Figure 1. Met1 routing.
Scale bar: 10 um.
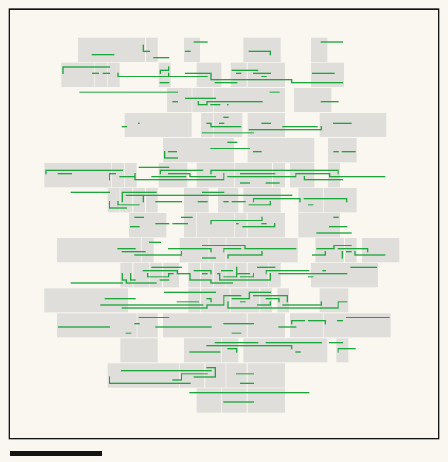
Figure 2. Congestion heat map.
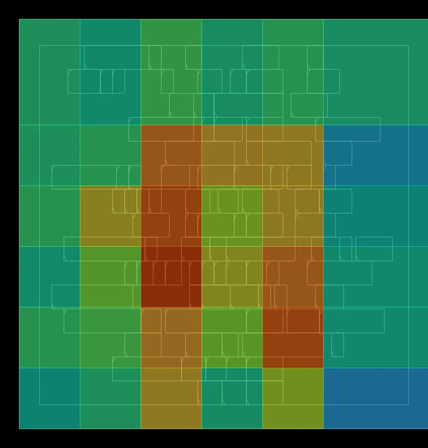
===== config.mk =====
export PLATFORM = sky130hd
export DESIGN_NAME = debounce_latch_feeder
export DESIGN_NICKNAME = d
export VERILOG_FILES = /design/src/rtl/deb_pkg.sv /design/src/rtl/debounce_latch_feeder_sync.sv /design/src/rtl/debounce_latch_feeder.sv
export SDC_FILE = /design/constraint.sdc
export NUM_CORES = 1
export LEC_CHECK = 0
export ABC_AREA = 1
export ABC_CLOCK_PERIOD_IN_PS = 1300
export CAP_MARGIN = 20
export CORE_MARGIN = 2
export CORE_UTILIZATION = 30
export CTS_CLUSTER_DIAMETER = 50
export DETAILED_ROUTE_END_ITERATION = 8
export PLACE_DENSITY = 0.55
export SETUP_SLACK_MARGIN = 0.3
export SYNTH_ARGS = -nofsm -noshare
export SYNTH_HDL_FRONTEND = slang
export SYNTH_SLANG_ARGS = --single-unit

===== constraint.sdc =====
create_clock -name clk -period 1.3 [get_ports clk]
set_input_delay 0.26 -clock clk [delete_from_list [all_inputs] [get_ports clk]]
set_output_delay 0.26 -clock clk [all_outputs]
set_load 0.005 [all_outputs]

===== src/rtl/deb_pkg.sv =====
// -----------------------------------------------------------------------------
// deb_pkg
// Shared definitions for the debounce / latch-feeder slice:
//   - FSM state encoding used by debounce_latch_feeder
//   - parameter legality check evaluated at elaboration time
//   - counter width helper so the top derives both counter widths the same way
// -----------------------------------------------------------------------------
package deb_pkg;

    // Controller states. The encodings are fixed so that they stay stable
    // across tools and remain recognisable in waveforms.
    typedef enum logic [1:0] {
        ST_IDLE  = 2'd0,
        ST_COUNT = 2'd1,
        ST_LOAD  = 2'd2
    } deb_state_e;

    // Smallest legal value of each parameter.
    localparam int MIN_SYNC_STAGES     = 2;
    localparam int MIN_DEBOUNCE_CYCLES = 1;
    localparam int MIN_LE_WIDTH        = 1;

    // True when every parameter lies inside its legal range.
    function automatic logic params_legal(
        input int sync_stages,
        input int debounce_cycles,
        input int le_width
    );
        return (sync_stages     >= MIN_SYNC_STAGES)     &&
               (debounce_cycles >= MIN_DEBOUNCE_CYCLES) &&
               (le_width        >= MIN_LE_WIDTH);
    endfunction

    // Width of a counter that has to hold values 0..terminal inclusive.
    function automatic int cnt_width(input int terminal);
        return $clog2(terminal + 1);
    endfunction

endpackage


===== src/rtl/debounce_latch_feeder_sync.sv =====
// -----------------------------------------------------------------------------
// sync_ff_chain
// Plain flop-chain synchroniser for one asynchronous bit. Every stage resets
// to 0. A value sampled into stage 0 at edge N is visible on sync_q after
// edge N+STAGES-1.
//
// Ports
//   clk     in   rising-edge clock
//   rst     in   synchronous, active-high reset (clears the whole chain)
//   din     in   asynchronous input bit
//   sync_q  out  last synchroniser stage
// -----------------------------------------------------------------------------
module sync_ff_chain #(
    parameter int STAGES = 2
) (
    input  logic clk,
    input  logic rst,
    input  logic din,
    output logic sync_q
);

    logic [STAGES-1:0] chain_r;

    // Shift the raw input through the chain; reset flushes every stage.
    always_ff @(posedge clk) begin
        if (rst) begin
            chain_r <= {STAGES{1'b0}};
        end else begin
            chain_r[0] <= din;
            for (int i = 1; i < STAGES; i++) begin
                chain_r[i] <= chain_r[i-1];
            end
        end
    end

    assign sync_q = chain_r[STAGES-1];

endmodule


===== src/rtl/debounce_latch_feeder.sv =====
// -----------------------------------------------------------------------------
// debounce_latch_feeder
// Conditions a raw switch/pin level before it reaches a level-sensitive D
// latch. The raw input is synchronised and debounced, and every accepted
// level change is presented as a new data bit on d_out together with an
// LE_WIDTH-cycle latch-enable window on le. d_out changes only on the edge
// that opens the window, so it is stable for the whole window and for at
// least DEBOUNCE_CYCLES+1 cycles after it closes.
//
// Parameters
//   SYNC_STAGES      synchroniser depth (>= 2)
//   DEBOUNCE_CYCLES  consecutive mismatch samples required after the first (>= 1)
//   LE_WIDTH         latch-enable high time in clk cycles (>= 1)
//
// Ports
//   clk           in   rising-edge clock
//   rst           in   synchronous, active-high reset; overrides everything
//   din_raw       in   asynchronous raw input
//   d_out         out  debounced data, drives the latch d input (registered)
//   le            out  latch enable, LE_WIDTH cycles per accepted change (registered)
//   change_pulse  out  one-cycle pulse on the first le cycle (registered)
//   busy          out  high while the controller is not idle (decoded from state)
// -----------------------------------------------------------------------------
module debounce_latch_feeder
    import deb_pkg::*;
#(
    parameter int SYNC_STAGES     = 2,
    parameter int DEBOUNCE_CYCLES = 4,
    parameter int LE_WIDTH        = 1
) (
    input  logic clk,
    input  logic rst,
    input  logic din_raw,
    output logic d_out,
    output logic le,
    output logic change_pulse,
    output logic busy
);

    localparam int CNT_W    = cnt_width(DEBOUNCE_CYCLES);
    localparam int LE_CNT_W = cnt_width(LE_WIDTH);

    localparam logic [CNT_W-1:0]    CNT_ZERO  = CNT_W'(0);
    localparam logic [CNT_W-1:0]    CNT_ONE   = CNT_W'(1);
    localparam logic [CNT_W-1:0]    CNT_TERM  = CNT_W'(DEBOUNCE_CYCLES);
    localparam logic [LE_CNT_W-1:0] LE_ZERO   = LE_CNT_W'(0);
    localparam logic [LE_CNT_W-1:0] LE_ONE    = LE_CNT_W'(1);
    localparam logic [LE_CNT_W-1:0] LE_TERM   = LE_CNT_W'(LE_WIDTH);

    // Refuse to elaborate with out-of-range parameters.
    if (!params_legal(SYNC_STAGES, DEBOUNCE_CYCLES, LE_WIDTH)) begin : g_param_check
        $error("debounce_latch_feeder: illegal parameters SYNC_STAGES=%0d DEBOUNCE_CYCLES=%0d LE_WIDTH=%0d",
               SYNC_STAGES, DEBOUNCE_CYCLES, LE_WIDTH);
    end

    logic                sync_q_s;
    deb_state_e          state_r;
    logic [CNT_W-1:0]    cnt_r;
    logic [LE_CNT_W-1:0] lecnt_r;

    sync_ff_chain #(
        .STAGES (SYNC_STAGES)
    ) u_sync (
        .clk    (clk),
        .rst    (rst),
        .din    (din_raw),
        .sync_q (sync_q_s)
    );

    // Controller: debounce counting, latch-enable window and all registered outputs.
    always_ff @(posedge clk) begin
        if (rst) begin
            state_r      <= ST_IDLE;
            cnt_r        <= CNT_ZERO;
            lecnt_r      <= LE_ZERO;
            d_out        <= 1'b0;
            le           <= 1'b0;
            change_pulse <= 1'b0;
        end else begin
            case (state_r)
                ST_IDLE: begin
                    change_pulse <= 1'b0;
                    le           <= 1'b0;
                    lecnt_r      <= LE_ZERO;
                    if (sync_q_s != d_out) begin
                        // The first mismatching sample counts as one.
                        state_r <= ST_COUNT;
                        cnt_r   <= CNT_ONE;
                    end else begin
                        state_r <= ST_IDLE;
                        cnt_r   <= CNT_ZERO;
                    end
                end

                ST_COUNT: begin
                    change_pulse <= 1'b0;
                    le           <= 1'b0;
                    if (sync_q_s == d_out) begin
                        // Bounce: throw away the partial debounce.
                        state_r <= ST_IDLE;
                        cnt_r   <= CNT_ZERO;
                    end else if (cnt_r < CNT_TERM) begin
                        cnt_r <= cnt_r + CNT_ONE;
                    end else begin
                        // Level accepted: new data and the enable window open together.
                        state_r      <= ST_LOAD;
                        cnt_r        <= CNT_ZERO;
                        d_out        <= sync_q_s;
                        le           <= 1'b1;
                        change_pulse <= 1'b1;
                        lecnt_r      <= LE_ONE;
                    end
                end

                ST_LOAD: begin
                    // sync_q is deliberately ignored here; IDLE looks at it again.
                    change_pulse <= 1'b0;
                    if (lecnt_r < LE_TERM) begin
                        lecnt_r <= lecnt_r + LE_ONE;
                        le      <= 1'b1;
                    end else begin
                        lecnt_r <= LE_ZERO;
                        le      <= 1'b0;
                        state_r <= ST_IDLE;
                    end
                end

                default: begin
                    // Unreachable encoding: fall back to a quiet idle, keep d_out.
                    state_r      <= ST_IDLE;
                    cnt_r        <= CNT_ZERO;
                    lecnt_r      <= LE_ZERO;
                    le           <= 1'b0;
                    change_pulse <= 1'b0;
                end
            endcase
        end
    end

    assign busy = (state_r != ST_IDLE);

endmodule


==> reports/results.txt <==
Leading registers by flop count = cnt_r: 3 flops, state_r: 2 flops, u_sync.chain_r: 2 flops
Complex Gates by Area = 9.93%
Setup crit end = busy
Max Freq = 811 MHz
Dominant combinational family = simple AND/OR/NAND/NOR gates
Final core utilization = 54.1%
Top-count cell post-synth = nand2_1
Synthesized flop and latch total = 11
Met1 Wirelength = 569 um
Cts repair resizes = 30
First-pass GRT wire length = 2120 um
Chip area = 2160 um^2
Signal buffers = 17
Wire length on met2 = 656 um
Critical path's top delay family = flip-flops
Clk_buf instances = 4
Initial antenna violation count = 0
Worst-path clk slew = 0.08 ns
Int Pwr = 500 uW
Crit path DAT = 0.97 ns
RSZ-0062 raised after global routing = true
Clock root buffer = clkbuf_4
Net Sw Frac = 26.0%
Hold Vio Cnt, Final = 0
Logic inverters = 12
Seq pwr = 345 uW
Most frequent logic cell in the layout = nand2_1
Gr ovfl total = 0
Fraction of registers with async set/reset = 0%
Layout cells sized above 1 = 54.3%
Flop area = 228 um^2
P&R area growth vs syn = 70.4%
Worst path most repeated cell = inv_4
CP Cell Sequence = inv_4 -> ha_4 -> inv_4 -> buf_6
Well tap count = 25
Critical Path End Type = output port
DP Wirelength = 851 um
Final worst setup slack = 0.0674 ns
Simple-Gate Area Share = 28.9%
WS Path Type = reg2out
CP bufs+invs = 3
Comb pwr share = 11.8%
Cell Count, Final, Fillers Out = 119
Cell count in the Yosys report = 74
Placed Instances = 111
Max-slew violation count = 0
Tool warning count = 32
Post-CTS setup buffers = 1
TritonCTS clock tree = done
FILL cells = 161
Largest net degree at the start of global routing = 8
Element type at the critical path start = flip-flop
Signal buf overhead = 17.1%
Num CTS Buffers = 3
HP Start = u_sync.chain_r[0]
Top Ports = 7
Worst setup path startpoint = state_r[0]
Insertion Delay late pin = 0.28 ns
Post-CTS Hold Fix Bufs = 0
Row count = 15
Power Density = 732 nW/um^2
Top power group = sequential cells
Slew HR = 74.3%
Hold slack = 0.393 ns
Routability cong. = 0.754
Largest register by flop count = cnt_r
Seq cells = 11
Vias in the first global route = 473
Setup Skew = 0.00806 ns
WP depth = 4
Clock Power Share = 37.2%
VDD IR max = 0.362 mV
Comb. cell area = 423 um^2
Status = complete, no violations
Reg power frac = 51.1%
Drt initial violations = 3
DP Area = 743 um^2
Mux cell area share after synthesis = 0%
Notes on Figure 1 above:
longest straight run = 17.9 um
nets with wire on the layer = 89
share of all routed wire = 44%
wire length on this layer = 570 um
Detailed Route WL: 1290 um
GR Layer Usage met1: 18.7%
total number of vias: 521

Notes on Figure 2 above:
total track usage: 14.7%
DR WL/cell: 10.9 um
GRT met3 Usage: 3.53%

Power and IR drop assume default switching activity.
